--- src/rtl/decode_stage.sv ---
// decode_stage: handshaked instruction decode that resolves immediate, direct and indirect operands.
// Build option: define DECODE_ERR_EN to add ErrorOutput, a sticky flag for the reserved addressing mode.
`timescale 1ns/1ps
module decode_stage #(
    parameter int OPC_W  = 5,
    parameter int DATA_W = 16,
    parameter int ADDR_W = 8,
    parameter int SEL_W  = 3
) (
    input  logic              ClockInput,
    input  logic              ResetNInput,
    input  logic              InstrValidInput,
    output logic              InstrReadyOutput,
    input  logic [OPC_W-1:0]  OpecodeInput,
    input  logic [1:0]        AddressingModeInput,
    input  logic [DATA_W-1:0] OperandInput,
    output logic              MemReqOutput,
    output logic [ADDR_W-1:0] MemAddrOutput,
    input  logic              MemAckInput,
    input  logic [DATA_W-1:0] MemDataInput,
    output logic              OutValidOutput,
    input  logic              OutReadyInput,
    output logic [OPC_W-1:0]  OpecodeOutput,
    output logic [DATA_W-1:0] OperandOutput,
    output logic [SEL_W-1:0]  OutputSelectorOutput,
    output logic              AccReadFlagOutput
`ifdef DECODE_ERR_EN
    ,
    output logic              ErrorOutput
`endif
);

    typedef enum logic [1:0] {
        ST_IDLE   = 2'd0,
        ST_FETCH1 = 2'd1,
        ST_FETCH2 = 2'd2,
        ST_HOLD   = 2'd3
    } state_e;

    localparam logic [1:0] MODE_DIRECT   = 2'd1;
    localparam logic [1:0] MODE_INDIRECT = 2'd2;
    localparam logic [1:0] MODE_RESERVED = 2'd3;

    // Opcodes with a clear MSB read the accumulator, except the all-zero opcode.
    function automatic logic acc_read_f(input logic [OPC_W-1:0] opc);
        acc_read_f = (opc[OPC_W-1] == 1'b0) && (opc != {OPC_W{1'b0}});
    endfunction

    function automatic logic [SEL_W-1:0] out_sel_f(input logic [OPC_W-1:0] opc);
        if (opc[OPC_W-1] == 1'b0) begin
            out_sel_f = opc[SEL_W-1:0];
        end else begin
            out_sel_f = {SEL_W{1'b0}};
        end
    endfunction

    state_e              state_q,     state_d;
    logic                indirect_q,  indirect_d;
    logic                mem_req_q,   mem_req_d;
    logic [ADDR_W-1:0]   mem_addr_q,  mem_addr_d;
    logic                out_valid_q, out_valid_d;
    logic [OPC_W-1:0]    opcode_q,    opcode_d;
    logic [DATA_W-1:0]   operand_q,   operand_d;
    logic [SEL_W-1:0]    out_sel_q,   out_sel_d;
    logic                acc_read_q,  acc_read_d;
`ifdef DECODE_ERR_EN
    logic                error_q,     error_d;
`endif

    logic                instr_ready_s;
    logic                accept_s;

    assign instr_ready_s = (state_q == ST_IDLE) || ((state_q == ST_HOLD) && OutReadyInput);
    assign accept_s      = InstrValidInput && instr_ready_s;

    // Next-state and next-output computation for the decode FSM.
    always_comb begin
        state_d     = state_q;
        indirect_d  = indirect_q;
        mem_req_d   = mem_req_q;
        mem_addr_d  = mem_addr_q;
        out_valid_d = out_valid_q;
        opcode_d    = opcode_q;
        operand_d   = operand_q;
        out_sel_d   = out_sel_q;
        acc_read_d  = acc_read_q;
`ifdef DECODE_ERR_EN
        error_d     = error_q;
`endif

        case (state_q)
            ST_IDLE: begin
                out_valid_d = 1'b0;
            end
            ST_FETCH1: begin
                if (MemAckInput) begin
                    if (indirect_q) begin
                        state_d    = ST_FETCH2;
                        mem_addr_d = MemDataInput[ADDR_W-1:0];
                    end else begin
                        state_d     = ST_HOLD;
                        mem_req_d   = 1'b0;
                        out_valid_d = 1'b1;
                        operand_d   = MemDataInput;
                    end
                end else begin
                    state_d = ST_FETCH1;
                end
            end
            ST_FETCH2: begin
                if (MemAckInput) begin
                    state_d     = ST_HOLD;
                    mem_req_d   = 1'b0;
                    out_valid_d = 1'b1;
                    operand_d   = MemDataInput;
                end else begin
                    state_d = ST_FETCH2;
                end
            end
            ST_HOLD: begin
                if (OutReadyInput) begin
                    state_d     = ST_IDLE;
                    out_valid_d = 1'b0;
                end else begin
                    out_valid_d = 1'b1;
                end
            end
            default: begin
                state_d     = ST_IDLE;
                mem_req_d   = 1'b0;
                out_valid_d = 1'b0;
            end
        endcase

        // A new instruction overrides the idle/retire decision so a stream of immediates never bubbles.
        if (accept_s) begin
            opcode_d   = OpecodeInput;
            out_sel_d  = out_sel_f(OpecodeInput);
            acc_read_d = acc_read_f(OpecodeInput);
            indirect_d = (AddressingModeInput == MODE_INDIRECT);
            case (AddressingModeInput)
                MODE_DIRECT, MODE_INDIRECT: begin
                    state_d     = ST_FETCH1;
                    mem_req_d   = 1'b1;
                    mem_addr_d  = OperandInput[ADDR_W-1:0];
                    out_valid_d = 1'b0;
                end
                default: begin
                    state_d     = ST_HOLD;
                    mem_req_d   = 1'b0;
                    out_valid_d = 1'b1;
                    operand_d   = OperandInput;
                end
            endcase
`ifdef DECODE_ERR_EN
            if (AddressingModeInput == MODE_RESERVED) begin
                error_d = 1'b1;
            end else begin
                error_d = error_q;
            end
`endif
        end else begin
            indirect_d = indirect_q;
        end
    end

    // State and registered outputs; reset abandons any in-flight fetch at once.
    always_ff @(posedge ClockInput or negedge ResetNInput) begin
        if (!ResetNInput) begin
            state_q     <= ST_IDLE;
            indirect_q  <= 1'b0;
            mem_req_q   <= 1'b0;
            mem_addr_q  <= {ADDR_W{1'b0}};
            out_valid_q <= 1'b0;
            opcode_q    <= {OPC_W{1'b0}};
            operand_q   <= {DATA_W{1'b0}};
            out_sel_q   <= {SEL_W{1'b0}};
            acc_read_q  <= 1'b0;
`ifdef DECODE_ERR_EN
            error_q     <= 1'b0;
`endif
        end else begin
            state_q     <= state_d;
            indirect_q  <= indirect_d;
            mem_req_q   <= mem_req_d;
            mem_addr_q  <= mem_addr_d;
            out_valid_q <= out_valid_d;
            opcode_q    <= opcode_d;
            operand_q   <= operand_d;
            out_sel_q   <= out_sel_d;
            acc_read_q  <= acc_read_d;
`ifdef DECODE_ERR_EN
            error_q     <= error_d;
`endif
        end
    end

    assign InstrReadyOutput     = instr_ready_s;
    assign MemReqOutput         = mem_req_q;
    assign MemAddrOutput        = mem_addr_q;
    assign OutValidOutput       = out_valid_q;
    assign OpecodeOutput        = opcode_q;
    assign OperandOutput        = operand_q;
    assign OutputSelectorOutput = out_sel_q;
    assign AccReadFlagOutput    = acc_read_q;
`ifdef DECODE_ERR_EN
    assign ErrorOutput          = error_q;
`endif

endmodule

--- config.mk ---
export PLATFORM = sky130hd
export DESIGN_NAME = decode_stage
export DESIGN_NICKNAME = d
export VERILOG_FILES = /design/src/rtl/decode_stage.sv
export SDC_FILE = /design/constraint.sdc
export NUM_CORES = 1
export LEC_CHECK = 0
export CAP_MARGIN = 0
export CORE_AREA = 2 2 72 74
export DETAILED_ROUTE_END_ITERATION = 8
export DIE_AREA = 0 0 74 76
export GPL_ROUTABILITY_DRIVEN = 0
export GPL_TIMING_DRIVEN = 0
export PLACE_DENSITY_LB_ADDON = 0.1
export SLEW_MARGIN = 0
export SYNTH_ARGS = -nofsm -noshare
export SYNTH_HDL_FRONTEND = slang
export SYNTH_SLANG_ARGS = --single-unit
--- constraint.sdc ---
create_clock -name ClockInput -period 2.2 [get_ports ClockInput]
set_input_delay 0.22 -clock ClockInput [delete_from_list [all_inputs] [get_ports ClockInput]]
set_output_delay 0.22 -clock ClockInput [all_outputs]
set_load 0.05 [all_outputs]
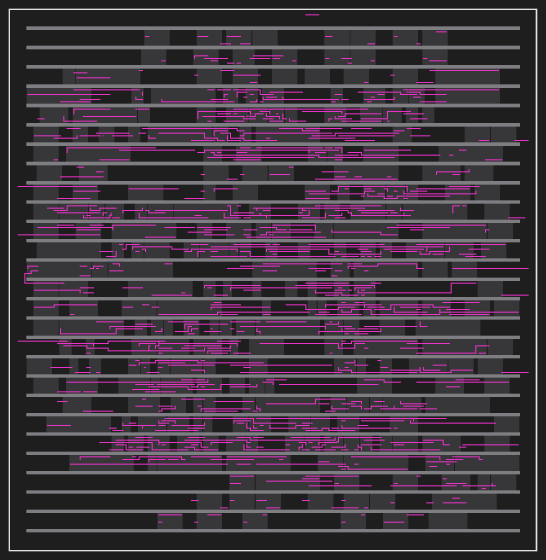
(run_1/layer_met1.png)
Supply wires on this layer in gray. Cells faint in the background.
main direction: horizontal
nets with wire on the layer: 275
wire length on this layer: 2450 um
Routed WL: 5833 um
number of vias in the routed layout: 1959
met1 Use GR: 27.12%

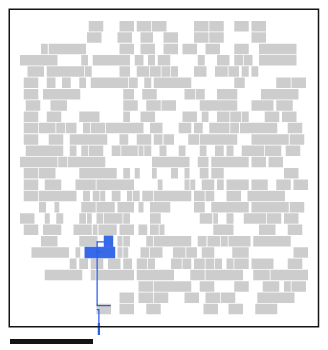
(run_1/io_fan.png)
The bar under the picture is 20 um long.
[blue] OutReadyInput | direction: input | edge: bottom | end cells: 3 | buffers: 1 | wire: 26.1 um
PortBufs: 79
number of ports placed on the die boundary: 80

==> results.txt, run 1 <==
status: finished clean
MUX area fraction: 13.08%
Buf/Inv on CP: 3
Routed met3 length: 394 um
Overall Global Routing Usage: 21.67%
chip area estimate from yosys synthesis: 2086 um2
Hold Fails Final Rpt: 0
DRT iter0 DRCs: 166
count of pins over their slew limit: 0
cell area power density: 1627 nW/um2
M1 WL: 2447 um
Post-Synthesis Cell Area: 2086 um2
Yosys Instances: 194
Final Critical Period: 1997 ps
layout cells sized above 1: 15.66%
clock-pin slew reported for the worst setup and hold paths after clock tree synthesis: 80 ps
maximum buffer depth of the clock tree: 2
number of optimization iterations in the first detailed-route pass: 4
number of standard-cell rows in the floorplan: 26
endpoint arrival time on the critical path: 2180 ps
Final ANT Viol Nets: 0
Die X: 74 um
cell type group with the largest total delay on the critical path: buffers and inverters
clock buffer count from CTS: 5
and-or/or-and share of the synthesized area: 23.58%
die height: 76 um
number of levels in the clock H-tree: 2
DP HPWL: 4180 um
fraction of the core area occupied by cells at floorplan: 42.46%
Required @ worst endpoint: 2390 ps
sequential element share of the synthesized area: 45.59%
master of the slowest instance on the critical path: sky130_fd_sc_hd__dfrtp_1
buffer cell driving the clock tree root: sky130_fd_sc_hd__clkbuf_8
Registers, synthesis: 38
overall overflow remaining after global route: 0
CTS Hold Bufs: 0
Remaining DRCs: 0
Setup CP Type: flip-flop to flip-flop
Detail Route met2 WL: 2901 um
Largest stage delay, worst path: 410 ps
TritonCTS clock tree: yes
number of antenna violations at the first check in global routing: 0
number of distinct library cells after synthesis: 33
share of the clock period used by the worst path after layout: 90.78%
cell chain of the critical path: inv_1, ha_1, a21oi_2, inv_1, nand2_1, buf_2, mux2_2
most common cell after layout, fill and taps aside: sky130_fd_sc_hd__clkdlybuf4s50_1
Pleak: 1.252 nW
Adder Share, Synth: 3.599%
syn nets: 244
mean cell area of the mapped netlist: 10.75 um2
transition at the pin with the smallest max-transition slack: 856.0 ps
count of synthesis-stage warnings from yosys: 0
element type at the critical path end: flip-flop
highest attainable clock frequency: 0.5007 GHz
Max Clock Skew: 8.928 ps
top logic cells by instance count in the layout: 77 x sky130_fd_sc_hd__clkdlybuf4s50_1, 38 x sky130_fd_sc_hd__dfrtp_1, 17 x sky130_fd_sc_hd__o31ai_1, 17 x sky130_fd_sc_hd__nor3_1, 17 x sky130_fd_sc_hd__a31oi_1
Skew-Pair Late Insertion Delay: 300 ps
path type of the worst min-delay path: input port to async pin
post-synthesis simple-gate area fraction: 8.758%
setup repair after global routing missed its margin: no
synthesis-to-finish area growth: 46.25%
worst-path maximum fanout: 10
cell seen most often among critical-path stages: sky130_fd_sc_hd__inv_1
final setup violation count: 0
global-route wire length before repair: 9487 um
count of fill cells added during filler insertion: 439
vias in the first global route: 2019
largest net degree at the start of global routing: 39
final net count: 330
number of clock sinks seen by CTS: 38
Gate Count Post-Synth: 194
top layer reached by signal wires: met4
Total Die Area: 5624 um2
OpenROAD warnings: 30
largest voltage drop on the vdd net: 0.0008974 V
post-DR vias/cell: 5.581
dominant combinational cell family by area after synthesis: AND-OR/OR-AND gates
kind of launch point of the worst setup path: flip-flop
post-layout power: 4.964 mW
yosys xor share: 0%
# Max-Cap Violations: 0
count of antenna diodes in the layout: 0
CORE AREA: 4912 um2
Max-slew headroom: 42.94%
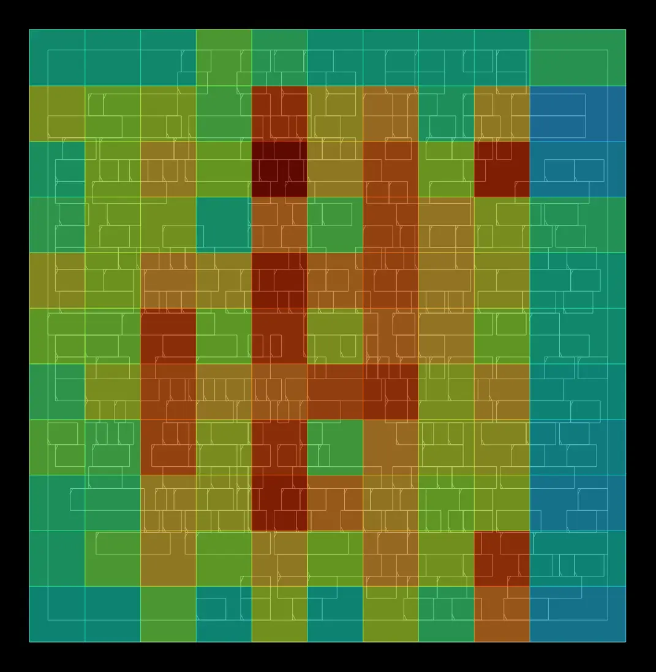
(run_1/congestion.png)
routed wirelength normalized by instance count: 16.62 um
busiest layer in global routing: met2
final core utilization: 62.10%

[run 1: cells in the mapped netlist (all sizes together)]
cell type | instances | area [um2]
dfrtp | 38 | 950.9
mux2 | 21 | 262.8
a31oi | 17 | 106.4
nor3 | 17 | 85.08
o31ai | 17 | 127.6
o2111ai | 16 | 140.1
clkbuf | 11 | 41.29
o21ai | 10 | 50.05
buf | 8 | 48.80
ha | 6 | 75.07
inv | 5 | 18.76
nand2b | 4 | 25.02
a21oi | 3 | 18.77
nand2 | 3 | 11.26
nand3 | 2 | 10.01
nor2 | 2 | 7.510
nor4 | 2 | 12.51
or3 | 2 | 12.51
a2111o | 1 | 11.26
a211o | 1 | 8.760
a31o | 1 | 8.760
a32o | 1 | 10.01
and2 | 1 | 6.260
and3 | 1 | 6.260
clkinv | 1 | 3.750
mux2i | 1 | 10.01
nor2b | 1 | 6.260
o21ba | 1 | 10.01
[run 1: state kept, by name, summed over array words and instances, names as in the netlist]
signal and count:
MemReqOutput 1, OutputSelectorOutput 3, MemAddrOutput 8, state_q 2, AccReadFlagOutput 1, OpecodeOutput 5
OperandOutput 16, indirect_q 1, OutValidOutput 1
[run 1: per-stage QoR]
stage | cells | hold WS [ps] | instance area [um2] | setup WS (ps) | TNS (ps)
5_1_grt | 351 | 103.0 | 3050 | 24.79 | 0
6_report | 351 | 25.88 | 3050 | 202.8 | 0
4_1_cts | 351 | 54.93 | 3049 | 105.8 | 0
3_5_place_dp | 343 | 377.4 | 2959 | 97.84 | 0
2_1_floorplan | 194 | -75.59 | 2086 | 202.1 | 0
3_3_place_gp | 343 | 487.2 | 2964 | -61.34 | -2234
[run 1: timing repair]
action / in CTS / in global routing
gates resized: 1 / 5
setup endpoints to repair: 1 / 11
pin swaps: 0 / 0
cloned: 0 / 0
setup buffers: 0 / 0
endpoints found under the hold margin: 0 / 0
[run 1: final timing paths]
check,startpoint,end,slack [ps],cells past startpoint
max in group asynchronous,ResetNInput,OutValidOutput,1620,1
max,state_q[0],OpecodeOutput[3],200,7
max reg2reg,state_q[0],OpecodeOutput[3],200,7
min reg2reg,OutputSelectorOutput[0],OutputSelectorOutput[0],510,2
min,ResetNInput,MemAddrOutput[4],30,1
min in group ClockInput,OutputSelectorOutput[0],OutputSelectorOutput[0],510,2
[run 1: cells by family (layout without fill, tap and decap cells)]
kind of cell,Yosys count,after routing
AOI/OAI and AO/OA,68,68
adders and majority gates,6,6
buffers and inverters,25,112
DFF,38,38
muxes,22,22
and+or+nand+nor,35,35
[run 1: per-layer routing]
layer / track usage (%) / up-vias
met3: 5.291 / 6
li1: - / 928
met5: 0 / -
met1: 27.12 / 946
met4: 9.455 / 0
met2: 34.91 / 79
[run 1: report_power, final]
group | switching (mW) | internal (mW)
clock network | 0.249 | 0.253
logic | 2.07 | 1.19
registers | 0.180 | 1.02
[run 1: final cells by class]
class                      instances  area [um2]  area share [%]
sequential                        38       950.9           31.17
multi-input combinational        131        1022           33.51
clock buffer                       7       86.33           2.830
inverter                           6       26.28          0.8614
timing repair buffer              79       780.7           25.59
buffer                            19       91.34           2.994
tap                               70       87.58           2.871
clock inverter                     1       5.005          0.1641
==> run_1/layer_met2.png <==
Cells faint in the background.
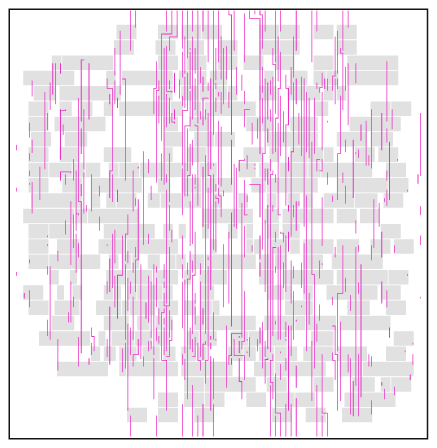

## Run 2: what changed since run 1
--- a/config.mk
+++ b/config.mk
@@ -12,6 +12,7 @@
 export GPL_ROUTABILITY_DRIVEN = 0
 export GPL_TIMING_DRIVEN = 0
 export PLACE_DENSITY_LB_ADDON = 0.1
+export RECOVER_POWER = 50
 export SLEW_MARGIN = 0
 export SYNTH_ARGS = -nofsm -noshare
 export SYNTH_HDL_FRONTEND = slang
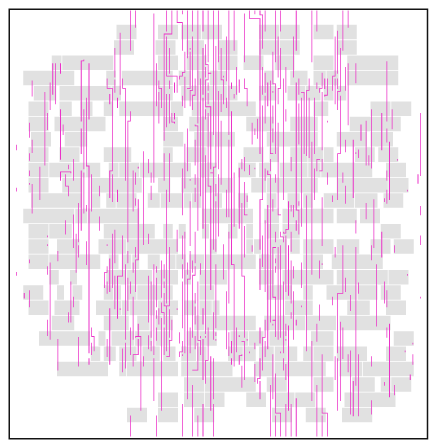
(run_2/layer_met2.png)
Cells faint in the background.
share of all routed wire: 49%
nets with wire on the layer: 281
number of vias in the routed layout: 1961
GR Layer Usage met2: 34.91%
Routed WL: 5791 um

==> run 2 against run 1 <==
First-iteration DRC count is 22% higher. Via count is 0.10% higher. Non-clock buffer count stayed put. Register-to-register slack hardly changed. Sequential share of layout area stayed put. Combinational power is 2% lower. Routed wire length is 0.72% lower. Utilization stayed put. Largest cell class unchanged.
==> results.txt, run 2 <==
Pleak: 1.273 nW (+1.7%)
Yosys Instances: 194 (unchanged)
most common cell after layout, fill and taps aside: sky130_fd_sc_hd__clkdlybuf4s50_1
top logic cells by instance count in the layout: 59 x sky130_fd_sc_hd__clkdlybuf4s50_1, 38 x sky130_fd_sc_hd__dfrtp_1, 18 x sky130_fd_sc_hd__dlygate4sd3_1
Combinational Power Share: 65.3% (-0.3 points)
highest attainable clock frequency: 0.4989 GHz (-0.35%)
fraction of the core area occupied by cells at floorplan: 42.46% (unchanged)
Register Area: 950.9 um2 (unchanged)
final standard cell count with taps included and fillers excluded: 351 (unchanged)
postcts setup bufs: 0 (unchanged)
number of antenna violations at the first check in global routing: 0 (unchanged)
Area leader share: 45.59% (unchanged)
syn nets: 244 (unchanged)
status: finished clean
flip-flop count of the largest register after layout: 16 (unchanged)
count of antenna diodes in the layout: 0 (unchanged)
leading cell type by number of instances after synthesis: sky130_fd_sc_hd__dfrtp_1
Skew-Pair Late Insertion Delay: 300 ps (about the same)
final setup violation count: 0 (unchanged)
P_int: 2.410 mW (-2.3%)
# Max-Cap Violations: 0 (unchanged)
Min Hold Slack: 60.18 ps (+34.31 ps)
sequential element share of the synthesized area: 45.59% (unchanged)
Total Die Area: 5624 um2 (unchanged)
number of ports placed on the die boundary: 80 (unchanged)
overall overflow remaining after global route: 0 (unchanged)
number of distinct library cells after synthesis: 33 (unchanged)
maximum buffer depth of the clock tree: 2 (unchanged)
DRT iter0 DRCs: 203 (+22%)
count of synthesis-stage warnings from yosys: 0 (unchanged)
number of levels in the clock H-tree: 2 (unchanged)
kind of launch point of the worst setup path: flip-flop
chip area estimate from yosys synthesis: 2086 um2 (unchanged)
Final Critical Period: 2004 ps (+7.100 ps)
number of enable-type register cells in the synthesized netlist: 0 (unchanged)
Die X: 74 um (unchanged)
leading cell types by total area after synthesis: sky130_fd_sc_hd__dfrtp_1 46%, sky130_fd_sc_hd__mux2_2 7.6%, sky130_fd_sc_hd__o2111ai_1 6.7%
transition at the pin with the smallest max-transition slack: 958.9 ps (+102.9 ps)
number of standard-cell rows in the floorplan: 26 (unchanged)
Remaining DRCs: 0 (unchanged)
mean cell area of the mapped netlist: 10.75 um2 (unchanged)
share of power burned in the clock network: 10.2% (about the same)
switch share: 50.83% (+0.50 points)
OpenROAD warnings: 30 (unchanged)
PortBufs: 79 (unchanged)
share of the clock period used by the worst path after layout: 91.11% (+0.32 points)
vias in the first global route: 2019 (unchanged)
synthesis-to-finish area growth: 46.25% (unchanged)
count of pins over their slew limit: 0 (unchanged)
Setup Slack @ Placement: 97.84 ps (unchanged)
layout cells sized above 1: 15.66% (unchanged)
largest net degree at the start of global routing: 39 (unchanged)
clock buffer count from CTS: 5 (unchanged)
final core utilization: 62.10% (unchanged)
Setup CP Type: flip-flop to flip-flop
post-DR vias/cell: 5.587 (+0.10%)
cell type with the highest aggregate area in the netlist: sky130_fd_sc_hd__dfrtp_1
cell area after layout: 3050 um2 (unchanged)
buffer cell driving the clock tree root: sky130_fd_sc_hd__clkbuf_8
CORE AREA: 4912 um2 (unchanged)
CTS Hold Bufs: 0 (unchanged)
global-route wire length before repair: 9487 um (unchanged)
routed wirelength normalized by instance count: 16.50 um (-0.72%)
async set-or-reset flop fraction in the synthesized netlist: 100.0% (unchanged)
Gate Count Post-Synth: 194 (unchanged)
largest voltage drop on the vdd net: 0.0008778 V (-2.2%)
element type at the critical path end: flip-flop
final net count: 330 (unchanged)
number of clock sinks seen by CTS: 38 (unchanged)
slack of the critical path: 195.7 ps (-7.100 ps)
power dissipated by switching net loads: 2.491 mW (-0.30%)
Max Clock Skew: 9.419 ps (+0.4908 ps)
number of cells after detailed placement: 343 (unchanged)
cell area power density: 1607 nW/um2 (-1.3%)
clock-pin slew reported for the worst setup and hold paths after clock tree synthesis: 80 ps (about the same)
TritonCTS clock tree: yes
part of the power in registers: 24.4% (about the same)
Hold Fails Final Rpt: 0 (unchanged)
die height: 76 um (unchanged)
Registers, synthesis: 38 (unchanged)
setup tns final: 0 ps (unchanged)
total area of multi-input combinational cells: 1022 um2 (unchanged)
Required @ worst endpoint: 2370 ps (-20 ps)
setup repair after global routing missed its margin: no
Synth top cells by count: 38 x sky130_fd_sc_hd__dfrtp_1, 17 x sky130_fd_sc_hd__a31oi_1, 17 x sky130_fd_sc_hd__nor3_1, 17 x sky130_fd_sc_hd__o31ai_1, 16 x sky130_fd_sc_hd__o2111ai_1
Max-slew headroom: 36.08% (-6.9 points)
worst-path maximum fanout: 10 (unchanged)
path type of the worst min-delay path: input port to async pin
endpoint arrival time on the critical path: 2170 ps (about the same)
number of optimization iterations in the first detailed-route pass: 4 (unchanged)
Post-Synthesis Cell Area: 2086 um2 (unchanged)
Overall Global Routing Usage: 21.67% (unchanged)
count of fill cells added during filler insertion: 439 (unchanged)
Final ANT Viol Nets: 0 (unchanged)
Placement Cell Area: 2959 um2 (unchanged)
post-layout power: 4.901 mW (-1.3%)
Most common reg cell: sky130_fd_sc_hd__dfrtp_1
DP HPWL: 4180 um (unchanged)
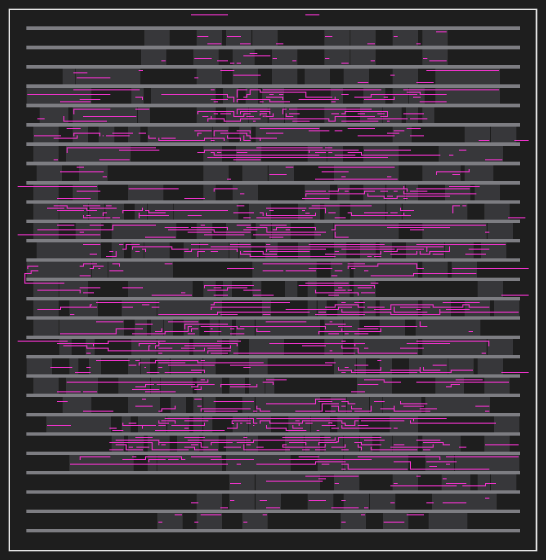
(run_2/layer_met1.png)
Supply wires on this layer in gray. Cells faint in the background.
main direction: horizontal
nets with wire on the layer: 272
longest straight run: 32.7 um
share of all routed wire: 42%

## run 2: final cells by class
cell class,count,share of cell area [%]
plain buffers,19,2.994
clock buffers,7,2.830
clock inverters,1,0.1641
inverters,6,0.8614
multi-input cells,131,33.51
flip-flops and latches,38,31.17
well taps,70,2.871
repair buffers,79,25.59
## run 2: worst paths after layout
kind | startpoint | to | slack [ps] | cells after the start
worst max-delay path | state_q[1] | OperandOutput[9] | 200 | 7
worst min-delay path | ResetNInput | MemAddrOutput[4] | 60 | 1
worst max register to register | state_q[1] | OperandOutput[9] | 200 | 7
worst min register to register | OpecodeOutput[3] | OpecodeOutput[3] | 510 | 1
max in group asynchronous | ResetNInput | AccReadFlagOutput | 1540 | 1
min in group ClockInput | OpecodeOutput[3] | OpecodeOutput[3] | 510 | 1
## run 2: worst max-delay path, stage by stage, from the launching register on
cell	delay (ps)
sky130_fd_sc_hd__dfrtp_1	410
sky130_fd_sc_hd__inv_1	100
sky130_fd_sc_hd__ha_1	280
sky130_fd_sc_hd__buf_2	230
sky130_fd_sc_hd__clkinvlp_4	220
sky130_fd_sc_hd__clkbuf_2	240
sky130_fd_sc_hd__o31ai_1	280
sky130_fd_sc_hd__a31oi_1	120
## run 2: cells by family (layout without fill, tap and decap cells)
group | Yosys count | count (layout) | share of synthesized area, %
AND-OR/OR-AND | 68 | 68 | 23.58
adder cells (fa/ha/maj) | 6 | 6 | 3.599
buffers and inverters | 25 | 112 | 5.399
flip-flops | 38 | 38 | 45.59
multiplexers | 22 | 22 | 13.08
AND/OR/NAND/NOR | 35 | 35 | 8.758
## run 2: routing by layer
metal	track usage (%)	vias up	share of wire, %
met3	5.291	7	7.1
met4	9.455	0	1.5
li1	-	930	-
met1	27.12	942	42
met2	34.91	82	49
met5	0	-	0
## run 2: repair_timing
item	4_1_cts	5_1_grt
setup endpoints to repair	1	11
endpoints found under the hold margin	0	0
gates cloned	0	0
gates resized	1	5
## run 2: power by group through the flow
stage / Combinational (mW) / Sequential (mW) / Clock, mW
2_1_floorplan: 1.23 / 2.21 / 0
3_3_place_gp: 3.23 / 1.21 / 0
3_5_place_dp: 3.24 / 1.22 / 0
4_1_cts: 3.24 / 1.21 / 0.516
5_1_grt: 3.40 / 1.24 / 0.542
6_report: 3.20 / 1.20 / 0.502
==> run_2/io_fan.png <==
The bar under the picture is 20 um long.
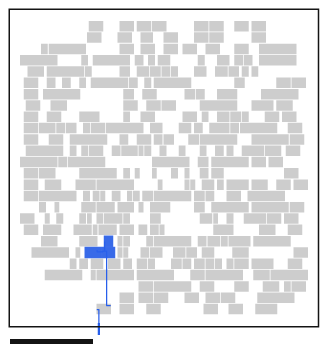

## Run 3: what changed since run 2
--- a/config.mk
+++ b/config.mk
@@ -5,13 +5,12 @@
 export SDC_FILE = /design/constraint.sdc
 export NUM_CORES = 1
 export LEC_CHECK = 0
-export CAP_MARGIN = 0
 export CORE_AREA = 2 2 72 74
 export DETAILED_ROUTE_END_ITERATION = 8
 export DIE_AREA = 0 0 74 76
 export GPL_ROUTABILITY_DRIVEN = 0
 export GPL_TIMING_DRIVEN = 0
-export PLACE_DENSITY_LB_ADDON = 0.1
+export PLACE_DENSITY_LB_ADDON = 0.05
 export RECOVER_POWER = 50
 export SLEW_MARGIN = 0
 export SYNTH_ARGS = -nofsm -noshare
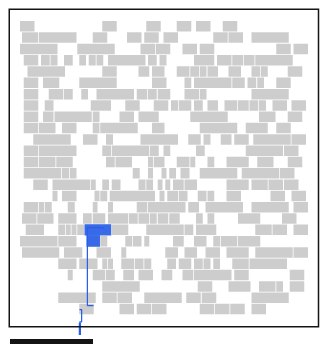
(run_3/io_fan.png)
The bar under the picture is 20 um long.
[blue] OutReadyInput | direction: input | edge: bottom | end cells: 3 | buffers: 1 | wire: 28.6 um

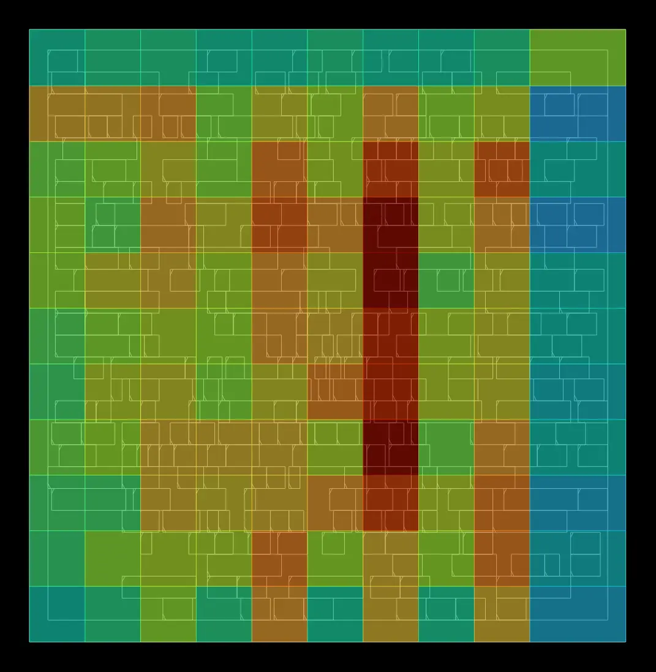
(run_3/congestion.png)
met1 Use GR: 30.70%
Overall Global Routing Usage: 21.62%

==> run 3 against run 2 <==
Sequential power about the same. Critical endpoint is now OpecodeOutput[2]. Final cell count up 0.57%. Largest cell class unchanged. Global-route usage down 0.053 points.
==> results.txt, run 3 <==
most common cell after layout, fill and taps aside: sky130_fd_sc_hd__clkdlybuf4s50_1
Final ANT Viol Nets: 0 (unchanged)
Max-slew headroom: 35.65% (-0.42 points)
Remaining DRCs: 0 (unchanged)
# Max-Cap Violations: 0 (unchanged)
flip-flop count of the largest register after layout: 16 (unchanged)
transition at the pin with the smallest max-transition slack: 965.2 ps (+6.363 ps)
number of clock sinks seen by CTS: 38 (unchanged)
Routed WL: 5789 um (about the same)
PortBufs: 79 (unchanged)
OpenROAD warnings: 30 (unchanged)
status: finished clean
leading cell types by total area after synthesis: sky130_fd_sc_hd__dfrtp_1 46%, sky130_fd_sc_hd__mux2_2 7.6%, sky130_fd_sc_hd__o2111ai_1 6.7%
element type at the critical path end: flip-flop
DRT iter0 DRCs: 157 (-23%)
vias in the first global route: 1917 (-5.1%)
Setup CP Type: flip-flop to flip-flop
async set-or-reset flop fraction in the synthesized netlist: 100.0% (unchanged)
count of antenna diodes in the layout: 0 (unchanged)
overall overflow remaining after global route: 0 (unchanged)
Gate Count Post-Synth: 194 (unchanged)
kind of launch point of the worst setup path: flip-flop
worst-path maximum fanout: 10 (unchanged)
final core utilization: 62.76% (+0.66 points)
Min Hold Slack: 56.43 ps (-3.755 ps)
chip area estimate from yosys synthesis: 2086 um2 (unchanged)
number of antenna violations at the first check in global routing: 0 (unchanged)
cell type with the highest aggregate area in the netlist: sky130_fd_sc_hd__dfrtp_1
Most common reg cell: sky130_fd_sc_hd__dfrtp_1
count of synthesis-stage warnings from yosys: 0 (unchanged)
Required @ worst endpoint: 2390 ps (+20 ps)
CTS Hold Bufs: 0 (unchanged)
global-route wire length before repair: 9522 um (+0.37%)
maximum buffer depth of the clock tree: 2 (unchanged)
top logic cells by instance count in the layout: 59 x sky130_fd_sc_hd__clkdlybuf4s50_1, 38 x sky130_fd_sc_hd__dfrtp_1, 18 x sky130_fd_sc_hd__dlygate4sd3_1
DP HPWL: 4198 um (+0.42%)
buffer cell driving the clock tree root: sky130_fd_sc_hd__clkbuf_8
Pleak: 1.292 nW (+1.5%)
cell area power density: 1638 nW/um2 (+1.9%)
CORE AREA: 4912 um2 (unchanged)
fraction of the core area occupied by cells at floorplan: 42.46% (unchanged)
layout cells sized above 1: 16.61% (+0.95 points)
final net count: 332 (+0.61%)
number of distinct library cells after synthesis: 33 (unchanged)
Max Clock Skew: 3.007 ps (-6.412 ps)
Skew-Pair Late Insertion Delay: 300 ps (about the same)
number of ports placed on the die boundary: 80 (unchanged)
sequential element share of the synthesized area: 45.59% (unchanged)
share of the clock period used by the worst path after layout: 93.69% (+2.6 points)
leading cell type by number of instances after synthesis: sky130_fd_sc_hd__dfrtp_1
Synth top cells by count: 38 x sky130_fd_sc_hd__dfrtp_1, 17 x sky130_fd_sc_hd__a31oi_1, 17 x sky130_fd_sc_hd__nor3_1, 17 x sky130_fd_sc_hd__o31ai_1, 16 x sky130_fd_sc_hd__o2111ai_1
path type of the worst min-delay path: input port to async pin
routed wirelength normalized by instance count: 16.40 um (-0.60%)
number of enable-type register cells in the synthesized netlist: 0 (unchanged)
die height: 76 um (unchanged)
Post-Synthesis Cell Area: 2086 um2 (unchanged)
Yosys Instances: 194 (unchanged)
number of levels in the clock H-tree: 2 (unchanged)
largest voltage drop on the vdd net: 0.0008400 V (-4.3%)
Area leader share: 45.59% (unchanged)
clock-pin slew reported for the worst setup and hold paths after clock tree synthesis: 80 ps (about the same)
number of optimization iterations in the first detailed-route pass: 4 (unchanged)
largest net degree at the start of global routing: 39 (unchanged)
final setup violation count: 0 (unchanged)
setup repair after global routing missed its margin: no
Total Die Area: 5624 um2 (unchanged)
syn nets: 244 (unchanged)
clock buffer count from CTS: 5 (unchanged)
Registers, synthesis: 38 (unchanged)
Final Critical Period: 2061 ps (+56.94 ps)
count of pins over their slew limit: 0 (unchanged)
post-DR vias/cell: 5.513 (-1.3%)
Die X: 74 um (unchanged)
Hold Fails Final Rpt: 0 (unchanged)
TritonCTS clock tree: yes
mean cell area of the mapped netlist: 10.75 um2 (unchanged)
highest attainable clock frequency: 0.4851 GHz (-2.8%)
synthesis-to-finish area growth: 47.81%
endpoint arrival time on the critical path: 2250 ps (+80 ps)
## run 3: cell types whose count changed in the layout (fill, tap and decap cells not counted)
cell | previous run | this run
sky130_fd_sc_hd__buf_4 | 1 | 3
sky130_fd_sc_hd__bufinv_16 | 0 | 1
sky130_fd_sc_hd__clkbuf_8 | 6 | 5
sky130_fd_sc_hd__clkbuf_1 | 11 | 10
sky130_fd_sc_hd__clkinv_2 | 1 | 2
## run 3: repair_timing
action	CTS	global route
gates resized	1	5
setup buffers	0	2
cloned	0	0
endpoints found under the hold margin	0	0
setup endpoints to repair	1	11
## run 3: final timing paths
path                                              start                 endpoint  slack (ps)  depth (start not counted)
max in group asynchronous                   ResetNInput  OutputSelectorOutput[2]        1550                          1
worst max-delay path                         state_q[1]         OpecodeOutput[2]         140                          7
min in group ClockInput         OutputSelectorOutput[2]  OutputSelectorOutput[2]         510                          2
worst min register to register  OutputSelectorOutput[2]  OutputSelectorOutput[2]         510                          2
worst min-delay path                        ResetNInput         MemAddrOutput[3]          60                          1
worst max register to register               state_q[1]         OpecodeOutput[2]         140                          7
## run 3: cell families after synthesis
family / Yosys count / synth area share [%]
muxes: 22 / 13.08
and+or+nand+nor: 35 / 8.758
AOI/OAI and AO/OA: 68 / 23.58
adders and majority gates: 6 / 3.599
buffers and inverters: 25 / 5.399
DFF: 38 / 45.59
## run 3: critical path: stages (launching register included)
cell	delay, ps
sky130_fd_sc_hd__dfrtp_1	440
sky130_fd_sc_hd__inv_1	110
sky130_fd_sc_hd__ha_1	210
sky130_fd_sc_hd__a21oi_2	270
sky130_fd_sc_hd__inv_1	140
sky130_fd_sc_hd__nand2_1	160
sky130_fd_sc_hd__buf_2	250
sky130_fd_sc_hd__mux2_2	360
## run 3: area by class of cell
cell class | instances | area (um2)
plain buffers | 19 | 91.34
clock buffers | 5 | 68.82
clock inverters | 3 | 40.04
fillers | 422 | 1829
inverters | 6 | 26.28
multi-input cells | 131 | 1022
flip-flops and latches | 38 | 950.9
well taps | 70 | 87.58
repair buffers | 81 | 795.8
## run 3: power breakdown
group	internal, mW	switching (mW)
registers	1.02	0.175
clock network	0.334	0.269
logic	1.17	2.07
total	2.53	2.52
## run 3: routing by layer
metal	part of all wire, %	global-route usage (%)	routed length, um	vias to the layer above
met5	0	0	0	-
met4	1.3	5.091	77	0
met3	6.5	5.159	376	7
met2	46	33.30	2685	69
met1	46	30.70	2650	936
li1	-	-	-	934
## run 3: metrics by stage
| stage | setup TNS (ps) | cell area, um2 | power, mW | setup slack [ps] | cells |
|---|---|---|---|---|---|
| detailed placement | 0 | 2959 | 4.462 | 93.57 | 343 |
| global route | 0 | 3083 | 5.343 | 13.97 | 353 |
| CTS | 0 | 3067 | 5.063 | 67.13 | 351 |
| global placement | -2574 | 2964 | 4.441 | -70.87 | 343 |
| floorplan | 0 | 2086 | 3.436 | 202.1 | 194 |
| finish | 0 | 3083 | 5.050 | 138.7 | 353 |
Power is estimated from default activity; no workload was simulated.
